`config.mk`:
```
export PLATFORM = sky130hd
export DESIGN_NAME = bbox_scan_ctrl
export DESIGN_NICKNAME = d
export VERILOG_FILES = /design/src/rtl/bbox_pkg.sv /design/src/rtl/raster_walker.sv /design/src/rtl/bbox_scan_ctrl.sv
export SDC_FILE = /design/constraint.sdc
export NUM_CORES = 1
export LEC_CHECK = 0
export CORE_MARGIN = 4
export CORE_UTILIZATION = 49
export DETAILED_ROUTE_END_ITERATION = 12
export PLACE_DENSITY = 0.84
export REMOVE_ABC_BUFFERS = 1
export SLEW_MARGIN = 30
export SYNTH_ARGS = -nofsm -noshare
export SYNTH_HDL_FRONTEND = slang
export SYNTH_SLANG_ARGS = --single-unit
export TNS_END_PERCENT = 50
```
`constraint.sdc`:
```
create_clock -name CLK -period 4.2 [get_ports CLK]
set_input_delay 0.84 -clock CLK [delete_from_list [all_inputs] [get_ports CLK]]
set_output_delay 0.84 -clock CLK [all_outputs]
set_load 0.005 [all_outputs]
```
`src/rtl/bbox_pkg.sv`:
```
// Shared constants, state encoding and helpers for the bounding-box scan
// sequencer. Coordinates are unsigned fixed point with FRAC_W fraction bits.
package bbox_pkg;

    localparam int COORD_W = 16;
    localparam int FRAC_W  = 6;

    // One pixel step in fixed point (1.0 = 0x0040)
    localparam logic [COORD_W-1:0] PIX_STEP  = COORD_W'(1) << FRAC_W;
    // Clears the fraction bits so every coordinate sits on a pixel centre grid
    localparam logic [COORD_W-1:0] FRAC_MASK = ~(PIX_STEP - COORD_W'(1));

    // Last visible pixel column/row, used only when scissor clipping is built in
    localparam logic [COORD_W-1:0] SCREEN_X_MAX = 16'h9FC0;
    localparam logic [COORD_W-1:0] SCREEN_Y_MAX = 16'h77C0;

    typedef enum logic [2:0] {
        IDLE,
        COMPUTE,
        LATCH,
        SCAN,
        DONE
    } state_t;

    function automatic logic [COORD_W-1:0] mask_frac(input logic [COORD_W-1:0] v);
        return v & FRAC_MASK;
    endfunction

    function automatic logic [COORD_W-1:0] min_coord(input logic [COORD_W-1:0] a,
                                                     input logic [COORD_W-1:0] b);
        return (a < b) ? a : b;
    endfunction

endpackage

```
`src/rtl/raster_walker.sv`:
```
// Pixel walker: holds the current x/y position inside the bounding box and
// advances it in raster order on every accepted beat. The end-of-row and
// end-of-box compares use one extra bit so a box touching 0xFFC0 terminates
// instead of wrapping back to zero.
module raster_walker
    import bbox_pkg::*;
(
    input  logic               CLK,
    input  logic               RST_N,
    input  logic               load,
    input  logic               step,
    input  logic [COORD_W-1:0] load_x,
    input  logic [COORD_W-1:0] load_y,
    input  logic [COORD_W-1:0] xmin,
    input  logic [COORD_W-1:0] xmax,
    input  logic [COORD_W-1:0] ymax,
    output logic [COORD_W-1:0] x,
    output logic [COORD_W-1:0] y,
    output logic               last
);

    logic [COORD_W:0] x_next;
    logic [COORD_W:0] y_next;
    logic             row_end;
    logic             last_row;

    assign x_next   = {1'b0, x} + {1'b0, PIX_STEP};
    assign y_next   = {1'b0, y} + {1'b0, PIX_STEP};
    assign row_end  = x_next > {1'b0, xmax};
    assign last_row = y_next > {1'b0, ymax};
    assign last     = row_end & last_row;

    // Position register: load the top-left corner, then step on each handshake
    always_ff @(posedge CLK or negedge RST_N) begin
        // NOTE: state uses non-blocking assignments so every register samples
        // pre-edge values regardless of block ordering in simulation.
        if (!RST_N) begin
            x <= '0;
            y <= '0;
        end else if (load) begin
            x <= load_x;
            y <= load_y;
        end else if (step) begin
            if (!row_end) begin
                x <= x_next[COORD_W-1:0];
            end else if (!last_row) begin
                x <= xmin;
                y <= y_next[COORD_W-1:0];
            end
        end
    end

endmodule

```
`src/rtl/bbox_scan_ctrl.sv`:
```
// Bounding-box scan sequencer: accepts a triangle, pulses the bbox unit,
// captures the pixel-aligned box after the fixed bbox latency and streams
// every pixel centre in raster order over a valid/ready interface.
// Build option: define SCISSOR_CLIP_EN to clamp the box max corner to the
// visible screen before scanning.
module bbox_scan_ctrl
    import bbox_pkg::*;
#(
    parameter int BB_LATENCY = 1
) (
    input  logic               CLK,
    input  logic               RST_N,
    input  logic               tri_valid,
    output logic               tri_ready,
    output logic               bb_start,
    input  logic [COORD_W-1:0] bb_xmin,
    input  logic [COORD_W-1:0] bb_xmax,
    input  logic [COORD_W-1:0] bb_ymin,
    input  logic [COORD_W-1:0] bb_ymax,
    output logic               pix_valid,
    input  logic               pix_ready,
    output logic [COORD_W-1:0] pix_x,
    output logic [COORD_W-1:0] pix_y,
    output logic               pix_last,
    output logic               busy,
    output logic               tri_done
);

    localparam int WAIT_W = (BB_LATENCY < 1) ? 1 : $clog2(BB_LATENCY + 1);
    localparam logic [WAIT_W-1:0] WAIT_LAST = WAIT_W'(BB_LATENCY);

    state_t              state_q;
    state_t              state_d;
    logic [WAIT_W-1:0]   wait_cnt_q;
    logic                ready_en_q;
    logic [COORD_W-1:0]  xmin_q;
    logic [COORD_W-1:0]  xmax_q;
    logic [COORD_W-1:0]  ymax_q;

    logic [COORD_W-1:0]  xmin_m;
    logic [COORD_W-1:0]  ymin_m;
    logic [COORD_W-1:0]  xmax_c;
    logic [COORD_W-1:0]  ymax_c;
    logic                box_empty;
    logic                walk_load;
    logic                walk_step;
    logic                walk_last;

    // Pixel-align the incoming corners; the max corner is optionally scissored
    assign xmin_m = mask_frac(bb_xmin);
    assign ymin_m = mask_frac(bb_ymin);
`ifdef SCISSOR_CLIP_EN
    assign xmax_c = min_coord(mask_frac(bb_xmax), SCREEN_X_MAX);
    assign ymax_c = min_coord(mask_frac(bb_ymax), SCREEN_Y_MAX);
`else
    assign xmax_c = mask_frac(bb_xmax);
    assign ymax_c = mask_frac(bb_ymax);
`endif
    assign box_empty = (xmin_m > xmax_c) || (ymin_m > ymax_c);

    // State register
    always_ff @(posedge CLK or negedge RST_N) begin
        if (!RST_N) state_q <= IDLE;
        else        state_q <= state_d;
    end

    // Holds tri_ready low until the first clock edge after reset release
    always_ff @(posedge CLK or negedge RST_N) begin
        if (!RST_N) ready_en_q <= 1'b0;
        else        ready_en_q <= 1'b1;
    end

    // Bbox latency counter: counts the bb_start cycle plus BB_LATENCY wait cycles
    always_ff @(posedge CLK or negedge RST_N) begin
        if (!RST_N)                 wait_cnt_q <= '0;
        else if (state_q == COMPUTE) wait_cnt_q <= wait_cnt_q + WAIT_W'(1);
        else                        wait_cnt_q <= '0;
    end

    // Box capture: the only point where bb_* inputs are observed
    always_ff @(posedge CLK or negedge RST_N) begin
        if (!RST_N) begin
            xmin_q <= '0;
            xmax_q <= '0;
            ymax_q <= '0;
        end else if (state_q == LATCH) begin
            xmin_q <= xmin_m;
            xmax_q <= xmax_c;
            ymax_q <= ymax_c;
        end
    end

    // Next-state and Moore/handshake outputs
    always_comb begin
        // NOTE: every output gets a default first so no path through the case
        // leaves a signal unassigned, which would infer a latch.
        state_d   = state_q;
        tri_ready = 1'b0;
        bb_start  = 1'b0;
        pix_valid = 1'b0;
        tri_done  = 1'b0;
        walk_load = 1'b0;
        walk_step = 1'b0;
        case (state_q)
            IDLE: begin
                tri_ready = ready_en_q;
                if (tri_valid && ready_en_q) state_d = COMPUTE;
            end
            COMPUTE: begin
                bb_start = (wait_cnt_q == '0);
                if (wait_cnt_q == WAIT_LAST) state_d = LATCH;
            end
            LATCH: begin
                if (box_empty) begin
                    state_d = DONE;
                end else begin
                    state_d   = SCAN;
                    walk_load = 1'b1;
                end
            end
            SCAN: begin
                pix_valid = 1'b1;
                walk_step = pix_ready;
                if (pix_ready && walk_last) state_d = DONE;
            end
            DONE: begin
                tri_done = 1'b1;
                state_d  = IDLE;
            end
            default: state_d = IDLE;
        endcase
    end

    raster_walker u_walker (
        .CLK    (CLK),
        .RST_N  (RST_N),
        .load   (walk_load),
        .step   (walk_step),
        .load_x (xmin_m),
        .load_y (ymin_m),
        .xmin   (xmin_q),
        .xmax   (xmax_q),
        .ymax   (ymax_q),
        .x      (pix_x),
        .y      (pix_y),
        .last   (walk_last)
    );

    assign pix_last = (state_q == SCAN) && walk_last;
    assign busy     = (state_q != IDLE);

endmodule

```
Fig. 1: run 1, placement view
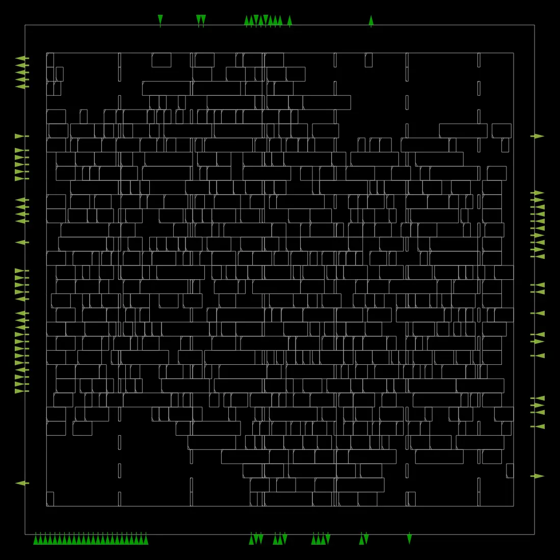
area of the core: 0.00781 sq mm
Seq area share: 0.283
tapcell count: 102

Fig. 2: run 1, wiring heat map
The die is cut into 20 by 20 equal tiles; dark blue is low, red is high, scaled to the fullest tile. Values are wire area over tile area, all layers added.
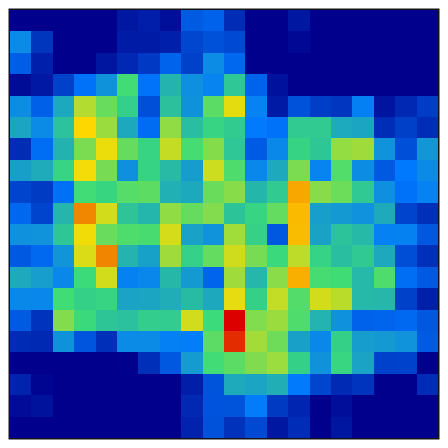
- densest ninth of the die: center
- fullest tile: 0.59
- emptiest ninth of the die: upper right
- nearly empty tiles: 21%
- tiles over half the peak: 20%
total via count after detailed routing: 3,446
routed length per instance: 16.0 microns
overall fraction of global-route tracks in use: 0.210
wire length reported by the detailed router: 9930 microns

Fig. 3: run 1, sizing map
Bar = 20 microns.
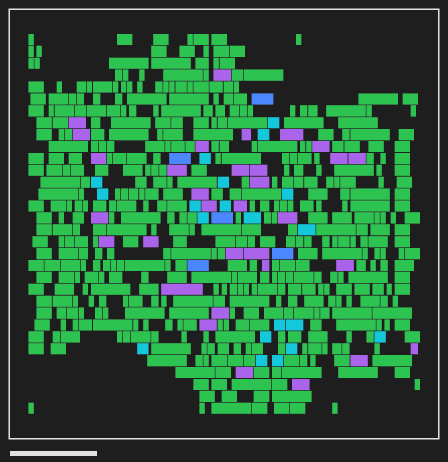
- x3 and x4: cyan (cells 20; most used buf_4)
- x1 and smaller: green (cells 462; most used clkdlybuf4s50_1)
- x2: purple (cells 32; most used mux2_2)
- x6 and larger: blue (cells 5; most used clkbuf_8)
cell area after layout: 0.00487 sq mm
number of buffers other than clock buffers in the final layout: 86

==> job_summary.md, run 1 <==
## Implementation flow summary

| Metric | Value |
|---|---|
| Number of warnings the tools reported | `49` |
| Pre-CTS setup slack | `0.223 ns` |
| Commonest cells after routing, fill and taps aside | `clkdlybuf4s50_1, dfrtp_1, inv_1, ha_1, nand2_1` |
| Floorplan Utilization | `0.507` |
| Number of cell rows | `32` |
| Number of antenna violations at the first check in global routing | `0` |
| Half-perimeter wire length after placement | `7610 microns` |
| RSZ-0062 raised after global routing | `no` |
| P_leak | `0.00223 uW` |
| Part of the power in registers | `0.293` |
| Total placed cells including tap cells | `609` |
| Critical path required time | `3.36 ns` |
| Final Non-Filler Cells | `621` |
| Kind of cell with the highest combined delay on the critical path | `simple AND/OR/NAND/NOR gates` |
| H-tree Lvls | `2` |
| Commonest register cell after synthesis | `dfrtp_1` |
| Maximum clock frequency | `247 MHz` |
| Clk root buf | `clkbuf_8` |
| Number of I/O port buffers | `69` |
| Maximum clock insertion buffer count | `2` |
| Number of ports placed on the die boundary | `106` |
| Area of the mapped netlist | `0.00396 sq mm` |
| Number of global-route vias before repair | `3,584` |
| TritonCTS clock tree | `built` |
| Transition time at the pin with the least slew margin | `0.654 ns` |
| P&R area growth vs syn | `23.1%` |
| Cells after Synth | `442` |
| Largest net degree at the start of global routing | `38` |
| Wire length of the first global-routing pass | `16,600 microns` |
| CTS Hold Buffers Added | `0` |
| Yosys stat cell total | `442` |
| DRC violations left | `0` |
| Status | `completed` |
| Setup slack on the worst flop-to-flop path | `0.58 ns` |
| Sequential area share after synthesis | `0.348` |
| Most frequent logic cell in the layout | `clkdlybuf4s50_1` |
| Part of the power in combinational logic | `0.621` |
| Net switching power | `1460 uW` |
| Crit share post-route | `0.964` |
| Min-Delay Path Class | `flip-flop to flip-flop` |
| Sum of negative setup slack | `0 ns` |
| Area after detailed placement | `0.00474 sq mm` |
## run 1: state kept, by name (all words and copies together), names as in the netlist
register and flops:
u_walker.x 10, ymax_q 10, state_q 3, xmin_q 10
u_walker.y 10, wait_cnt_q 1, xmax_q 10, ready_en_q 1
## run 1: layer usage
| metal | vias up | global-route usage | share of wire |
|---|---|---|---|
| met5 | - | 0 | 0 |
| met4 | 0 | 0.0682 | 0.017 |
| met3 | 16 | 0.0421 | 0.060 |
| met2 | 123 | 0.355 | 0.49 |
| met1 | 1636 | 0.268 | 0.44 |
| li1 | 1671 | - | - |
## run 1: what timing repair did
action | CTS | global route
endpoints found under the setup margin | 1 | 1
resized | 5 | 1
gates cloned | 0 | 0
endpoints found under the hold margin | 0 | 0
pin swaps | 2 | 0
setup buffers | 4 | 0
## run 1: worst paths after layout
check / from / to / depth (start not counted)
worst max-delay path: u_walker.x[7] / pix_last / 12
worst min-delay path: xmin_q[12] / xmin_q[12] / 1
worst max register to register: u_walker.x[7] / u_walker.x[8] / 14
worst min register to register: xmin_q[12] / xmin_q[12] / 1
max in group asynchronous: RST_N / u_walker.y[8] / 2
min in group asynchronous: RST_N / xmax_q[10] / 1
## run 1: power groups by stage
stage | sequential (uW) | combinational, uW | clock, uW
finish | 994 | 2110 | 292
global route | 1020 | 2340 | 321
CTS | 987 | 2110 | 297
detailed placement | 1000 | 2040 | 0
global placement | 989 | 1960 | 0
floorplan | 965 | 1290 | 0
## run 1: synthesized netlist by cell type, types with 5 or more instances
cell / instances / area share
a21oi_1: 16 / 0.020
mux2i_1: 5 / 0.013
dfrtp_1: 55 / 0.35
nor3_1: 12 / 0.015
a221o_1: 7 / 0.018
a32oi_1: 6 / 0.013
nand3_1: 10 / 0.013
nor2_1: 25 / 0.024
buf_4: 13 / 0.025
nand4_1: 7 / 0.011
nand2_1: 40 / 0.038
mux2_2: 17 / 0.048
inv_1: 53 / 0.050
ha_1: 42 / 0.13
and3_1: 6 / 0.0095
nor2b_1: 7 / 0.011
a211oi_1: 6 / 0.011
clkbuf_1: 8 / 0.0076
xnor2_1: 14 / 0.031
o21ai_0: 35 / 0.044
## run 1: per-stage QoR
stage	util	power (uW)
2_1_floorplan	-	2260
3_3_place_gp	0.607	2950
3_5_place_dp	0.607	3050
4_1_cts	0.623	3390
5_1_grt	0.624	3680
6_report	0.624	3400
## run 1: final cells by class
class | instances | area, sq um
clock buffers | 7 | 76.3
repair buffers | 86 | 812
clock inverters | 1 | 5.00
inverters | 53 | 199
well taps | 102 | 128
fillers | 663 | 2940
multi-input cells | 317 | 2270
flip-flops and latches | 55 | 1380
## run 1: kinds of logic after synthesis
family / Yosys count / synth area share
other: 2 / 0.00190
AND/OR/NAND/NOR: 130 / 0.166
XOR/XNOR: 18 / 0.0398
flip-flops: 55 / 0.348
buffers and inverters: 81 / 0.0942
multiplexers: 22 / 0.0610
AND-OR/OR-AND: 92 / 0.156
adder cells (fa/ha/maj): 42 / 0.133
==> run 2, diff against run 1 <==
--- a/config.mk
+++ b/config.mk
@@ -7,6 +7,7 @@
 export LEC_CHECK = 0
 export CORE_MARGIN = 4
 export CORE_UTILIZATION = 49
+export CTS_CLUSTER_SIZE = 12
 export DETAILED_ROUTE_END_ITERATION = 12
 export PLACE_DENSITY = 0.84
 export REMOVE_ABC_BUFFERS = 1
Fig. 4: run 2, wiring heat map
The die is cut into 20 by 20 equal tiles; dark blue is low, red is high, scaled to the fullest tile. Values are wire area over tile area, all layers added.
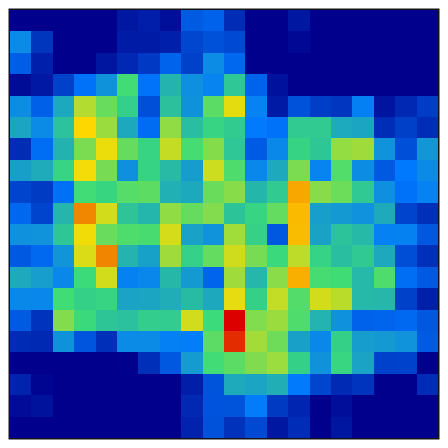
- tiles over half the peak: 20%
- emptiest ninth of the die: upper right
- fullest tile: 0.59
- nearly empty tiles: 21%
- densest ninth of the die: center
- mean over tiles: 0.17

==> job_summary.md, run 2 <==
## Implementation flow summary

| Metric | Value |
|---|---|
| Overall fraction of global-route tracks in use | `0.210 (unchanged)` |
| Maximum clock insertion buffer count | `2 (unchanged)` |
| Part of the power in combinational logic | `0.621 (about the same)` |
| H-tree Lvls | `2 (unchanged)` |
| TritonCTS clock tree | `built (unchanged)` |
| Setup slack on the worst flop-to-flop path | `0.58 ns (about the same)` |
| Total placed cells including tap cells | `609 (unchanged)` |
| RSZ-0062 raised after global routing | `no (unchanged)` |
| Most popular library cell in the synthesized design by count | `dfrtp_1 (unchanged)` |
| Endpoint arrival time on the critical path | `3.21 ns (about the same)` |
| Half-perimeter wire length after placement | `7610 microns (unchanged)` |
| Critical path required time | `3.36 ns (about the same)` |
| Final Non-Filler Cells | `621 (unchanged)` |
| Vertical die dimension | `97.9 microns (unchanged)` |
| Number of I/O port buffers | `69 (unchanged)` |
| Min-Delay Path Depth | `1 (unchanged)` |
| Sequential area share after synthesis | `0.348 (unchanged)` |
| Status | `completed (unchanged)` |
| Min-Delay Path Class | `flip-flop to flip-flop (unchanged)` |
| Max Cap Violations | `0 (unchanged)` |
| Number of warnings the tools reported | `49 (unchanged)` |
| Sum of negative setup slack | `0 ns (unchanged)` |
| P_leak | `0.00223 uW (unchanged)` |
| Delay of the slowest cell on the worst path | `0.52 ns (about the same)` |
| Worst-case clock skew | `0.00593 ns (unchanged)` |
| Filler cells | `663 (unchanged)` |
| Net switching power | `1460 uW (unchanged)` |
| P&R area growth vs syn | `23.1% (unchanged)` |
| Hold Path Sink | `xmin_q[12] (unchanged)` |
| Number of ports placed on the die boundary | `106 (unchanged)` |
| Die area | `0.00958 sq mm (unchanged)` |
| Largest net degree at the start of global routing | `38 (unchanged)` |
| Synth area leader | `dfrtp_1 (unchanged)` |
| Largest fanout on the critical path | `3 (unchanged)` |
| Area of the mapped netlist | `0.00396 sq mm (unchanged)` |
| DRC violations left | `0 (unchanged)` |
| Wire length of the first global-routing pass | `16,600 microns (unchanged)` |
| Ranking of synthesized cells by instance count | `dfrtp_1, inv_1, ha_1 (unchanged)` |
| Number of detailed-route iterations in the first pass | `6 (unchanged)` |
| Source of the worst hold timing path | `xmin_q[12] (unchanged)` |
| Area of the core | `0.00781 sq mm (unchanged)` |
| Top cells by area, synth | `dfrtp_1, ha_1, inv_1 (unchanged)` |
| Part of the power in registers | `0.293 (about the same)` |
| Kind of cell with the highest combined delay on the critical path | `simple AND/OR/NAND/NOR gates (unchanged)` |
| Floorplan Utilization | `0.507 (unchanged)` |
| Most frequent logic cell in the layout | `clkdlybuf4s50_1 (unchanged)` |
| Critical Path, Cell by Cell | `ha_1 -> and2_1 -> and2_1 -> and3_1 -> xor2_1 -> ha_2 -> nand3_1 -> nand2_1 -> or4_4 -> o21a_1 -> and3_1 -> dlygate4sd2_1 (unchanged)` |
| Launch point of the worst reg-to-reg path | `u_walker.x[7] (unchanged)` |
| Cells after Synth | `442 (unchanged)` |
| Transition time at the pin with the least slew margin | `0.654 ns (unchanged)` |
| CTS Hold Buffers Added | `0 (unchanged)` |
| Wire length reported by the detailed router | `9930 microns (unchanged)` |
| Capturing point of the worst reg2reg path | `u_walker.x[8] (unchanged)` |
| Total power | `3400 uW (unchanged)` |
| Number of global-route vias before repair | `3,584 (unchanged)` |
| Share of the synthesized area in the top cell type | `0.348 (unchanged)` |
| Number of cell instances on the worst register-to-register path | `14 (unchanged)` |
| Clk root buf | `clkbuf_8 (unchanged)` |
| Maximum clock frequency | `247 MHz (unchanged)` |
| Number of clock sinks | `55 (unchanged)` |
| Worst supply voltage drop on vdd | `0.000366 V (unchanged)` |
| Commonest register cell after synthesis | `dfrtp_1 (unchanged)` |
| Number of antenna violations at the first check in global routing | `0 (unchanged)` |
| Yosys stat cell total | `442 (unchanged)` |
| Routed length per instance | `16.0 microns (unchanged)` |
| Crit share post-route | `0.964 (unchanged)` |
| Total via count after detailed routing | `3,446 (unchanged)` |
| Number of cell rows | `32 (unchanged)` |
| Commonest cells after routing, fill and taps aside | `clkdlybuf4s50_1, dfrtp_1, inv_1, ha_1, nand2_1 (unchanged)` |
| RD Place Congestion | `0.899 (unchanged)` |
## run 2: cell counts after synthesis
No cell type changed its count.
## run 2: worst max-delay path by stage
| stage | cells after the start | endpoint | startpoint |
|---|---|---|---|
| floorplan | 9 | u_walker.x[13] | bb_ymax[15] |
| global placement | 12 | pix_last | u_walker.x[7] |
| detailed placement | 12 | pix_last | u_walker.x[7] |
| CTS | 12 | pix_last | u_walker.x[7] |
| global route | 11 | pix_last | u_walker.y[6] |
| finish | 12 | pix_last | u_walker.x[7] |
## run 2: kinds of logic (layout without fill, tap and decap cells)
| kind of cell | after synthesis | in the layout | share of synthesized area |
|---|---|---|---|
| adder cells (fa/ha/maj) | 42 | 42 | 0.133 |
| multiplexers | 22 | 22 | 0.0610 |
| buffers and inverters | 81 | 147 | 0.0942 |
| other | 2 | 13 | 0.00190 |
| AND/OR/NAND/NOR | 130 | 130 | 0.166 |
| AND-OR/OR-AND | 92 | 92 | 0.156 |
| XOR/XNOR | 18 | 18 | 0.0398 |
| flip-flops | 55 | 55 | 0.348 |
## run 2: metal layers
metal | up-vias | part of all wire | GRT usage | wire length (microns)
met5 | - | 0 | 0 | 0
met4 | 0 | 0.017 | 0.0682 | 164
met3 | 16 | 0.060 | 0.0421 | 591
met2 | 123 | 0.49 | 0.355 | 4850
met1 | 1636 | 0.44 | 0.268 | 4320
li1 | 1671 | - | - | -
## run 2: metrics by stage
step	util	setup WS, ns	cell area, sq um
after detailed placement	0.607	0.223	4740
after global placement	0.607	0.251	4740
after floorplan	-	0.580	3820
after CTS	0.623	0.158	4870
after global routing	0.624	0.00238	4870
final	0.624	0.152	4870
## run 2: timing repair
item	CTS	global route
pin swaps	2	0
resized	5	1
buffers inserted	4	0
setup endpoints to repair	1	1
## run 2: power by group through the flow
stage	sequential [uW]	clock, uW	combinational [uW]
2_1_floorplan	965	0	1290
3_3_place_gp	989	0	1960
3_5_place_dp	1000	0	2040
4_1_cts	987	297	2110
5_1_grt	1020	321	2340
6_report	994	292	2110
## run 2: worst register-to-register path: stages (launching register included)
cell,delay [ns]
dfrtp_1,0.40
ha_1,0.21
and2_1,0.19
and2_1,0.18
and3_1,0.19
xor2_1,0.19
ha_2,0.32
nand3_1,0.08
nand2_1,0.06
or4_4,0.52
o21a_1,0.14
buf_4,0.19
a21o_1,0.40
o21bai_1,0.29
a211oi_1,0.20
## run 2: area by class of cell
class                           count  area (sq um)  area share
Clock inverter                      1          5.00     0.00103
Tap cell                          102           128      0.0262
Timing Repair Buffer               86           812       0.167
Sequential cell                    55          1380       0.283
Inverter                           53           199      0.0409
Clock buffer                        7          76.3      0.0157
Multi-Input combinational cell    317          2270       0.466
Fig. 5: run 2, clock wires, drivers and flops
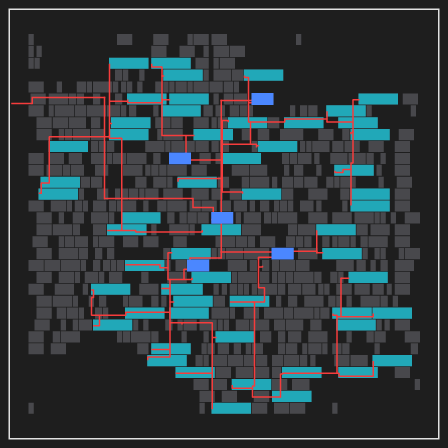

==> run 3, diff against run 2 <==
--- a/config.mk
+++ b/config.mk
@@ -5,12 +5,14 @@
 export SDC_FILE = /design/constraint.sdc
 export NUM_CORES = 1
 export LEC_CHECK = 0
+export CAP_MARGIN = 20
 export CORE_MARGIN = 4
 export CORE_UTILIZATION = 49
 export CTS_CLUSTER_SIZE = 12
 export DETAILED_ROUTE_END_ITERATION = 12
 export PLACE_DENSITY = 0.84
 export REMOVE_ABC_BUFFERS = 1
+export SETUP_SLACK_MARGIN = 0.5
 export SLEW_MARGIN = 30
 export SYNTH_ARGS = -nofsm -noshare
 export SYNTH_HDL_FRONTEND = slang
Fig. 6: run 3, clock wires, drivers and flops
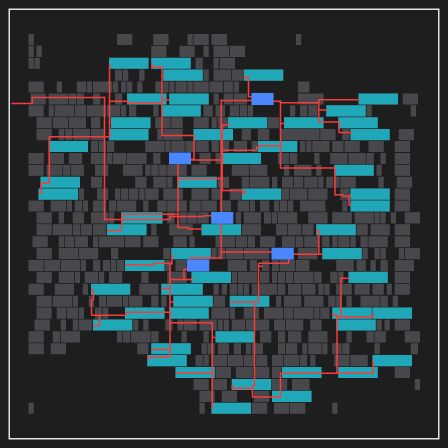
- flip-flops: cyan (count 55)
- clock wires: red (length 699 microns)
- clock-net drivers: blue (count 5)
- routed clock nets: 6
worst-case clock skew: 0.00563 ns
Clk network pwr share: 0.084
Clock Power: 293 uW
Insertion Delay late pin: 0.31 ns

==> job_summary.md, run 3 <==
## Implementation flow summary

| Metric | Value |
|---|---|
| Source of the worst hold timing path | `wait_cnt_q (was xmin_q[12])` |
| Min-Delay Path Class | `flip-flop to flip-flop (unchanged)` |
| Most popular library cell in the synthesized design by count | `dfrtp_1 (unchanged)` |
| DRC violations left | `0 (unchanged)` |
| Critical Path, Cell by Cell | `and3_4 -> and3_4 -> nand3_2 -> xnor2_2 -> ha_1 -> a211oi_2 -> nand2_1 -> or4_4 -> o21a_1 -> and3_1 -> buf_2 (was ha_1 -> and2_1 -> and2_1 -> and3_1 -> xor2_1 -> ha_2 -> nand3_1 -> nand2_1 -> or4_4 -> o21a_1 -> and3_1 -> dlygate4sd2_1)` |
| Ranking of synthesized cells by instance count | `dfrtp_1, inv_1, ha_1 (unchanged)` |
| Number of cell instances on the worst register-to-register path | `13 (was 14)` |
| Crit share post-route | `0.895 (was 0.964)` |
| Yosys stat cell total | `442 (unchanged)` |
| Vertical die dimension | `97.9 microns (unchanged)` |
| Endpoint arrival time on the critical path | `2.92 ns (was 3.21 ns)` |
| Wire length reported by the detailed router | `10,100 microns (was 9930 microns)` |
| Hold Path Sink | `wait_cnt_q (was xmin_q[12])` |
| Routed met1 length | `4230 microns (was 4320 microns)` |
| Clk root buf | `clkbuf_8 (unchanged)` |
| Synth area leader | `dfrtp_1 (unchanged)` |
| Least setup slack across all paths after layout | `0.441 ns (was 0.152 ns)` |
| TritonCTS clock tree | `built (unchanged)` |
| Min-Delay Path Depth | `1 (unchanged)` |
| Critical path required time | `3.36 ns (about the same)` |
| Transition time at the pin with the least slew margin | `0.663 ns (was 0.654 ns)` |
| Top cells by area, synth | `dfrtp_1, ha_1, inv_1 (unchanged)` |
| Number of clock sinks | `55 (unchanged)` |
| Number of cell rows | `32 (unchanged)` |
| RD Place Congestion | `0.899 (unchanged)` |
| Number of I/O port buffers | `69 (unchanged)` |
| Launch point of the worst reg-to-reg path | `u_walker.x[9] (was u_walker.x[7])` |
| Sum of negative setup slack | `0 ns (unchanged)` |
| Maximum clock frequency | `266 MHz (was 247 MHz)` |
| Maximum clock insertion buffer count | `2 (unchanged)` |
| Routed length on met2 | `5070 microns (was 4850 microns)` |
| Routed length per instance | `16.1 microns (was 16.0 microns)` |
| Setup slack on the worst flop-to-flop path | `0.71 ns (was 0.58 ns)` |
| Highest routed layer | `met4 (unchanged)` |
| Capturing point of the worst reg2reg path | `u_walker.x[8] (unchanged)` |
| Number of antenna violations at the first check in global routing | `0 (unchanged)` |
| Commonest register cell after synthesis | `dfrtp_1 (unchanged)` |
| Filler cells | `648 (was 663)` |
| Max Cap Violations | `0 (unchanged)` |
| Half-perimeter wire length after placement | `7610 microns (unchanged)` |
| Status | `completed (unchanged)` |
| Number of ports placed on the die boundary | `106 (unchanged)` |
| Sequential area share after synthesis | `0.348 (unchanged)` |
| Cells after Synth | `442 (unchanged)` |
| Total via count after detailed routing | `3,478 (was 3,446)` |
| P&R area growth vs syn | `25.5% (was 23.1%)` |
| Wire length of the first global-routing pass | `16,700 microns (was 16,600 microns)` |
run 3: cell counts after synthesis:
No cell type changed its count.
run 3: repair_timing:
action | 4_1_cts | 5_1_grt
setup endpoints to repair | 2 | 10
gates resized | 16 | 8
hold buffers | 0 | 0
gates cloned | 0 | 0
buffers inserted | 6 | 2
pin swaps | 7 | 5
run 3: cell type report:
| class | count | area, sq um | area share |
|---|---|---|---|
| Clock buffer | 7 | 76.3 | 0.0154 |
| Multi-Input combinational cell | 317 | 2340 | 0.471 |
| Clock inverter | 1 | 5.00 | 0.00101 |
| Sequential cell | 55 | 1380 | 0.278 |
| Timing Repair Buffer | 90 | 838 | 0.169 |
| Tap cell | 102 | 128 | 0.0257 |
| Inverter | 53 | 199 | 0.0401 |
run 3: cell families after synthesis:
kind of cell,count (synthesis),synth area share
flops,55,0.348
other cells,2,0.00190
simple gates,130,0.166
fa+ha+maj,42,0.133
buf+inv,81,0.0942
xor+xnor,18,0.0398
mux,22,0.0610
compound gates,92,0.156
run 3: worst max-delay path by stage:
stage / start / end / cells after the start
5_1_grt: u_walker.y[8] / pix_last / 11
2_1_floorplan: bb_ymax[15] / u_walker.x[13] / 9
3_5_place_dp: u_walker.x[7] / pix_last / 12
3_3_place_gp: u_walker.x[7] / pix_last / 12
6_report: u_walker.x[9] / pix_last / 11
4_1_cts: u_walker.x[7] / pix_last / 12
run 3: power by group:
part           internal, uW  leakage, uW  switching [uW]  total (uW)
Clock                   118    0.0000422             175         293
Sequential              790     0.000668             210         999
Combinational          1080      0.00155            1100        2190
run 3: worst max-delay path: cells and delay by family, from the launching register on:
| kind | cells | cell delay [ns] |
|---|---|---|
| and+or+nand+nor | 6 | 1.26 |
| DFF | 1 | 0.38 |
| buffers and inverters | 1 | 0.13 |
| AOI/OAI and AO/OA | 2 | 0.35 |
| xor gates and xnor gates | 1 | 0.16 |
| adders and majority gates | 1 | 0.32 |
run 3: per-layer routing:
layer | GRT usage | vias up
met5 | 0 | -
met4 | 0.0682 | 0
met3 | 0.0421 | 16
met2 | 0.358 | 119
met1 | 0.268 | 1665
li1 | - | 1678
run 3: stage by stage:
stage	cells	util	total power, uW	instance area, sq um	hold WS, ns
floorplan	425	-	2260	3820	0.453
global placement	609	0.607	2950	4740	0.458
detailed placement	609	0.607	3050	4740	0.487
CTS	623	0.628	3420	4910	0.504
global route	625	0.636	3770	4960	0.524
finish	625	0.636	3480	4960	0.509
Power is estimated from default activity; no workload was simulated.
